==> images/sizes.png <==
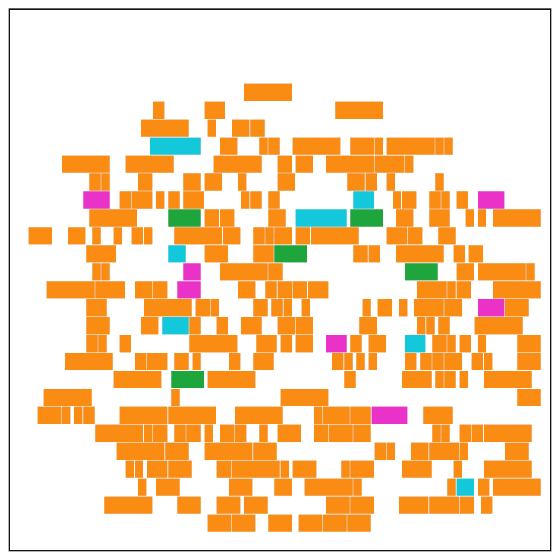
==> images/clocks.png <==
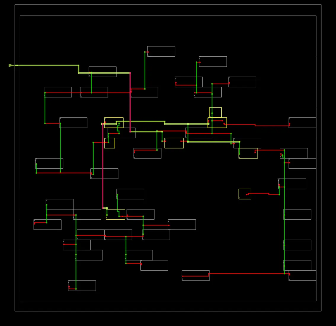
[src/rtl/boot_reset_seq.sv]
// boot_reset_seq: ROM/cartridge download tracker and staggered multi-domain
// reset sequencer for the clk_sys domain, between user_io/data_io and the core.
// Optional build macro: BOOT_RESET_CART_AUTORESET_EN -- when defined, a cartridge
// load (download end) or unload also restarts the reset sequence.
module boot_reset_seq #(
  parameter int NUM_ROMS    = 1,
  parameter int IDX_W       = 8,
  parameter int CART_IDX    = 1,
  parameter int HOLD_CYCLES = 65535,
  parameter int NUM_DOM     = 2,
  parameter int STAGGER     = 16
) (
  input  logic                clk_sys,
  input  logic                reset_n,
  input  logic                req_reset,
  input  logic                dl_active,
  input  logic [IDX_W-1:0]    dl_index,
  input  logic                cart_unload,
  output logic [NUM_DOM-1:0]  rst_out,
  output logic [NUM_ROMS-1:0] rom_mask,
  output logic                rom_ready,
  output logic                cart_loaded,
  output logic [1:0]          seq_state
);

  localparam int HW = $clog2(HOLD_CYCLES + 1);
  localparam int SW = $clog2(STAGGER + 1);
  localparam int DW = $clog2(NUM_DOM + 1);

  localparam logic [HW-1:0]    HOLD_LOAD = HW'(HOLD_CYCLES - 1);
  localparam logic [SW-1:0]    STAG_LOAD = SW'(STAGGER - 1);
  localparam logic [DW-1:0]    DOM_LAST  = DW'(NUM_DOM - 1);
  localparam logic [IDX_W-1:0] ROM_LIM   = IDX_W'(NUM_ROMS);
  localparam logic [IDX_W-1:0] CART_I    = IDX_W'(CART_IDX);

  typedef enum logic [1:0] {
    WAIT_ROM = 2'd0,
    HOLD     = 2'd1,
    RELEASE  = 2'd2,
    RUN      = 2'd3
  } state_t;

  state_t              state_q, state_d;
  logic [HW-1:0]       hold_q, hold_d;
  logic [SW-1:0]       stag_q, stag_d;
  logic [DW-1:0]       dom_q, dom_d;
  logic [NUM_DOM-1:0]  rst_q, rst_d;
  logic [NUM_ROMS-1:0] mask_q, mask_d;
  logic                ready_q, ready_d;
  logic                cart_q, cart_d;
  logic                dl_prev_q;
  logic                unload_prev_q;
  logic [IDX_W-1:0]    idx_lat_q, idx_lat_d;

  logic dl_rise, dl_fall, rom_rise, rom_fall, cart_fall, unload_rise, cause;

  // Download/cartridge edge detection, ROM mask update and reset-cause collection
  always_comb begin
    dl_rise     = dl_active & ~dl_prev_q;
    dl_fall     = dl_prev_q & ~dl_active;
    unload_rise = cart_unload & ~unload_prev_q;
    idx_lat_d   = dl_active ? dl_index : idx_lat_q;

    // The end of a download is judged on the index latched while it was active,
    // since dl_index is not meaningful once dl_active has dropped.
    rom_rise  = dl_rise && (dl_index < ROM_LIM);
    rom_fall  = dl_fall && (idx_lat_q < ROM_LIM);
    cart_fall = dl_fall && (idx_lat_q == CART_I);

    mask_d = mask_q;
    for (int unsigned i = 0; i < NUM_ROMS; i++) begin
      if (dl_fall && (idx_lat_q == IDX_W'(i))) mask_d[i] = 1'b1;
      if (dl_rise && (dl_index == IDX_W'(i)))  mask_d[i] = 1'b0;
    end
    ready_d = &mask_d;

    // Unload takes priority over a simultaneous cartridge download end
    cart_d = cart_q;
    if (unload_rise)    cart_d = 1'b0;
    else if (cart_fall) cart_d = 1'b1;

`ifdef BOOT_RESET_CART_AUTORESET_EN
    cause = req_reset | rom_rise | rom_fall | cart_fall | unload_rise;
`else
    cause = req_reset | rom_rise | rom_fall;
`endif
  end

  // Sequencer next-state: hold countdown, staggered domain release, re-entry on causes
  always_comb begin
    state_d = state_q;
    hold_d  = hold_q;
    stag_d  = stag_q;
    dom_d   = dom_q;
    rst_d   = rst_q;

    case (state_q)
      WAIT_ROM: begin
        rst_d = '1;
        if (ready_d) begin
          state_d = HOLD;
          hold_d  = HOLD_LOAD;
        end
      end

      HOLD: begin
        rst_d = '1;
        if (cause) begin
          hold_d = HOLD_LOAD;
        end else if (hold_q == '0) begin
          rst_d[0] = 1'b0;
          stag_d   = STAG_LOAD;
          dom_d    = DW'(1);
          state_d  = (NUM_DOM == 1) ? RUN : RELEASE;
        end else begin
          hold_d = hold_q - HW'(1);
        end
      end

      RELEASE: begin
        if (cause) begin
          state_d = HOLD;
          hold_d  = HOLD_LOAD;
          rst_d   = '1;
        end else if (stag_q == '0) begin
          for (int unsigned i = 0; i < NUM_DOM; i++) begin
            if (DW'(i) == dom_q) rst_d[i] = 1'b0;
          end
          if (dom_q == DOM_LAST) begin
            state_d = RUN;
          end else begin
            dom_d  = dom_q + DW'(1);
            stag_d = STAG_LOAD;
          end
        end else begin
          stag_d = stag_q - SW'(1);
        end
      end

      RUN: begin
        rst_d = '0;
        if (cause) begin
          state_d = HOLD;
          hold_d  = HOLD_LOAD;
          rst_d   = '1;
        end
      end

      default: begin
        state_d = WAIT_ROM;
        rst_d   = '1;
      end
    endcase

    // Losing any required ROM overrides everything else
    if (!ready_d) begin
      state_d = WAIT_ROM;
      rst_d   = '1;
    end
  end

  // State and output registers with synchronous active-low reset
  always_ff @(posedge clk_sys) begin
    if (!reset_n) begin
      state_q       <= WAIT_ROM;
      hold_q        <= '0;
      stag_q        <= '0;
      dom_q         <= '0;
      rst_q         <= '1;
      mask_q        <= '0;
      ready_q       <= 1'b0;
      cart_q        <= 1'b0;
      dl_prev_q     <= 1'b0;
      unload_prev_q <= 1'b0;
      idx_lat_q     <= '0;
    end else begin
      state_q       <= state_d;
      hold_q        <= hold_d;
      stag_q        <= stag_d;
      dom_q         <= dom_d;
      rst_q         <= rst_d;
      mask_q        <= mask_d;
      ready_q       <= ready_d;
      cart_q        <= cart_d;
      dl_prev_q     <= dl_active;
      unload_prev_q <= cart_unload;
      idx_lat_q     <= idx_lat_d;
    end
  end

  assign rst_out     = rst_q;
  assign rom_mask    = mask_q;
  assign rom_ready   = ready_q;
  assign cart_loaded = cart_q;
  assign seq_state   = state_q;

endmodule

[config.mk]
export PLATFORM = sky130hd
export DESIGN_NAME = boot_reset_seq
export DESIGN_NICKNAME = d
export VERILOG_FILES = /design/src/rtl/boot_reset_seq.sv
export SDC_FILE = /design/constraint.sdc
export NUM_CORES = 1
export LEC_CHECK = 0
export CORE_UTILIZATION = 34
export CTS_BUF_LIST = sky130_fd_sc_hd__clkbuf_8
export DETAILED_ROUTE_END_ITERATION = 8
export GPL_ROUTABILITY_DRIVEN = 0
export PLACE_DENSITY_LB_ADDON = 0.25
export SETUP_SLACK_MARGIN = 0.1
export SYNTH_ARGS = -nofsm -noshare
export SYNTH_HDL_FRONTEND = slang
export SYNTH_SLANG_ARGS = --single-unit
[constraint.sdc]
create_clock -name clk_sys -period 6.2 [get_ports clk_sys]
set_input_delay 1.55 -clock clk_sys [delete_from_list [all_inputs] [get_ports clk_sys]]
set_output_delay 1.55 -clock clk_sys [all_outputs]
set_load 0.05 [all_outputs]
==> results.cfg <==
; generated from flow reports
[clock_tree]
cts_buffer_depth = 2
path_clk_slew_ns = 0.09
cts_max_level = 2
cts_resized = 0

[power_and_ir_drop]
p_seq_share_pct = 48.4
internal-power_mw = 0.401
clkPwrFrac_pct = 30.4
powerSeq_mw = 0.286
switching_share_pct = 32.2
p_leak_nw = 0.891

[global_routing]
grt_pass1_vias = 1718
antenna_found_initial = 0
grtUsageMet2_pct = 24.8
top_usage_layer = met2

[timing]
drv_slew = 0

[critical_path]
required_ns = 6.43
reg2regPathDepth = 6
rrSetupSlack_ns = 3.55
critical-path-top-delay-family = simple AND/OR/NAND/NOR gates

[layout]
seq-cell-share_pct = 31.6
nClkBuffers = 5
area_delta_synth_final_pct = 14.1
nonClockInverterCount = 18
nFillCells = 622
final-comb-area_mm2 = 0.00124

[run_status]
status = finished clean

[logic_synthesis]
yosys.stat.seqShare_pct = 36.0
synthArstFlopShare_pct = 0
synth-xor-area-share_pct = 1.62
ys_sh_simple_pct = 24.9
mux_area_share_pct = 3.23
synth_warnings = 0
syn_area_per_cell_um2 = 8.63

[drt]
route.detailed.drc = 0
ant_nets = 0
maxUsedRoutingLayer = met4

[floorplanning]
core_mm2 = 0.00603

[placement]
place_inst = 335
About sizes.png:
size	colour	cells
_3 and _4 cells	cyan	7
_6 and larger	green	5
_2 cells	magenta	7
_0 and _1 cells	orange	249
Setup WS post-layout: 1.78 ns
Non-clock buffers: 20

About clocks.png:
Fin Clk Skew: 0.00797 ns
flop count: 39

## worst max-delay path by stage
stage	cells after the start	slack (ns)	endpoint	startpoint
final	7	1.78	hold_q[11]$_SDFFE_PN0P_	dl_active
after global routing	7	1.60	hold_q[11]$_SDFFE_PN0P_	dl_active
after floorplan	7	2.77	hold_q[8]$_SDFFE_PN0P_	dl_index[5]
after detailed placement	7	1.48	hold_q[11]$_SDFFE_PN0P_	dl_active
after global placement	7	1.58	hold_q[7]$_SDFFE_PN0P_	dl_active
after CTS	7	1.79	hold_q[11]$_SDFFE_PN0P_	dl_active
## sequential cells by signal (all words and copies together) (netlist names)
signal and cells:
seq_state 2, dom_q 2, cart_loaded 1, idx_lat_q 8, unload_prev_q 1, rst_out 2
stag_q 5, rom_ready 1, dl_prev_q 1, hold_q 16
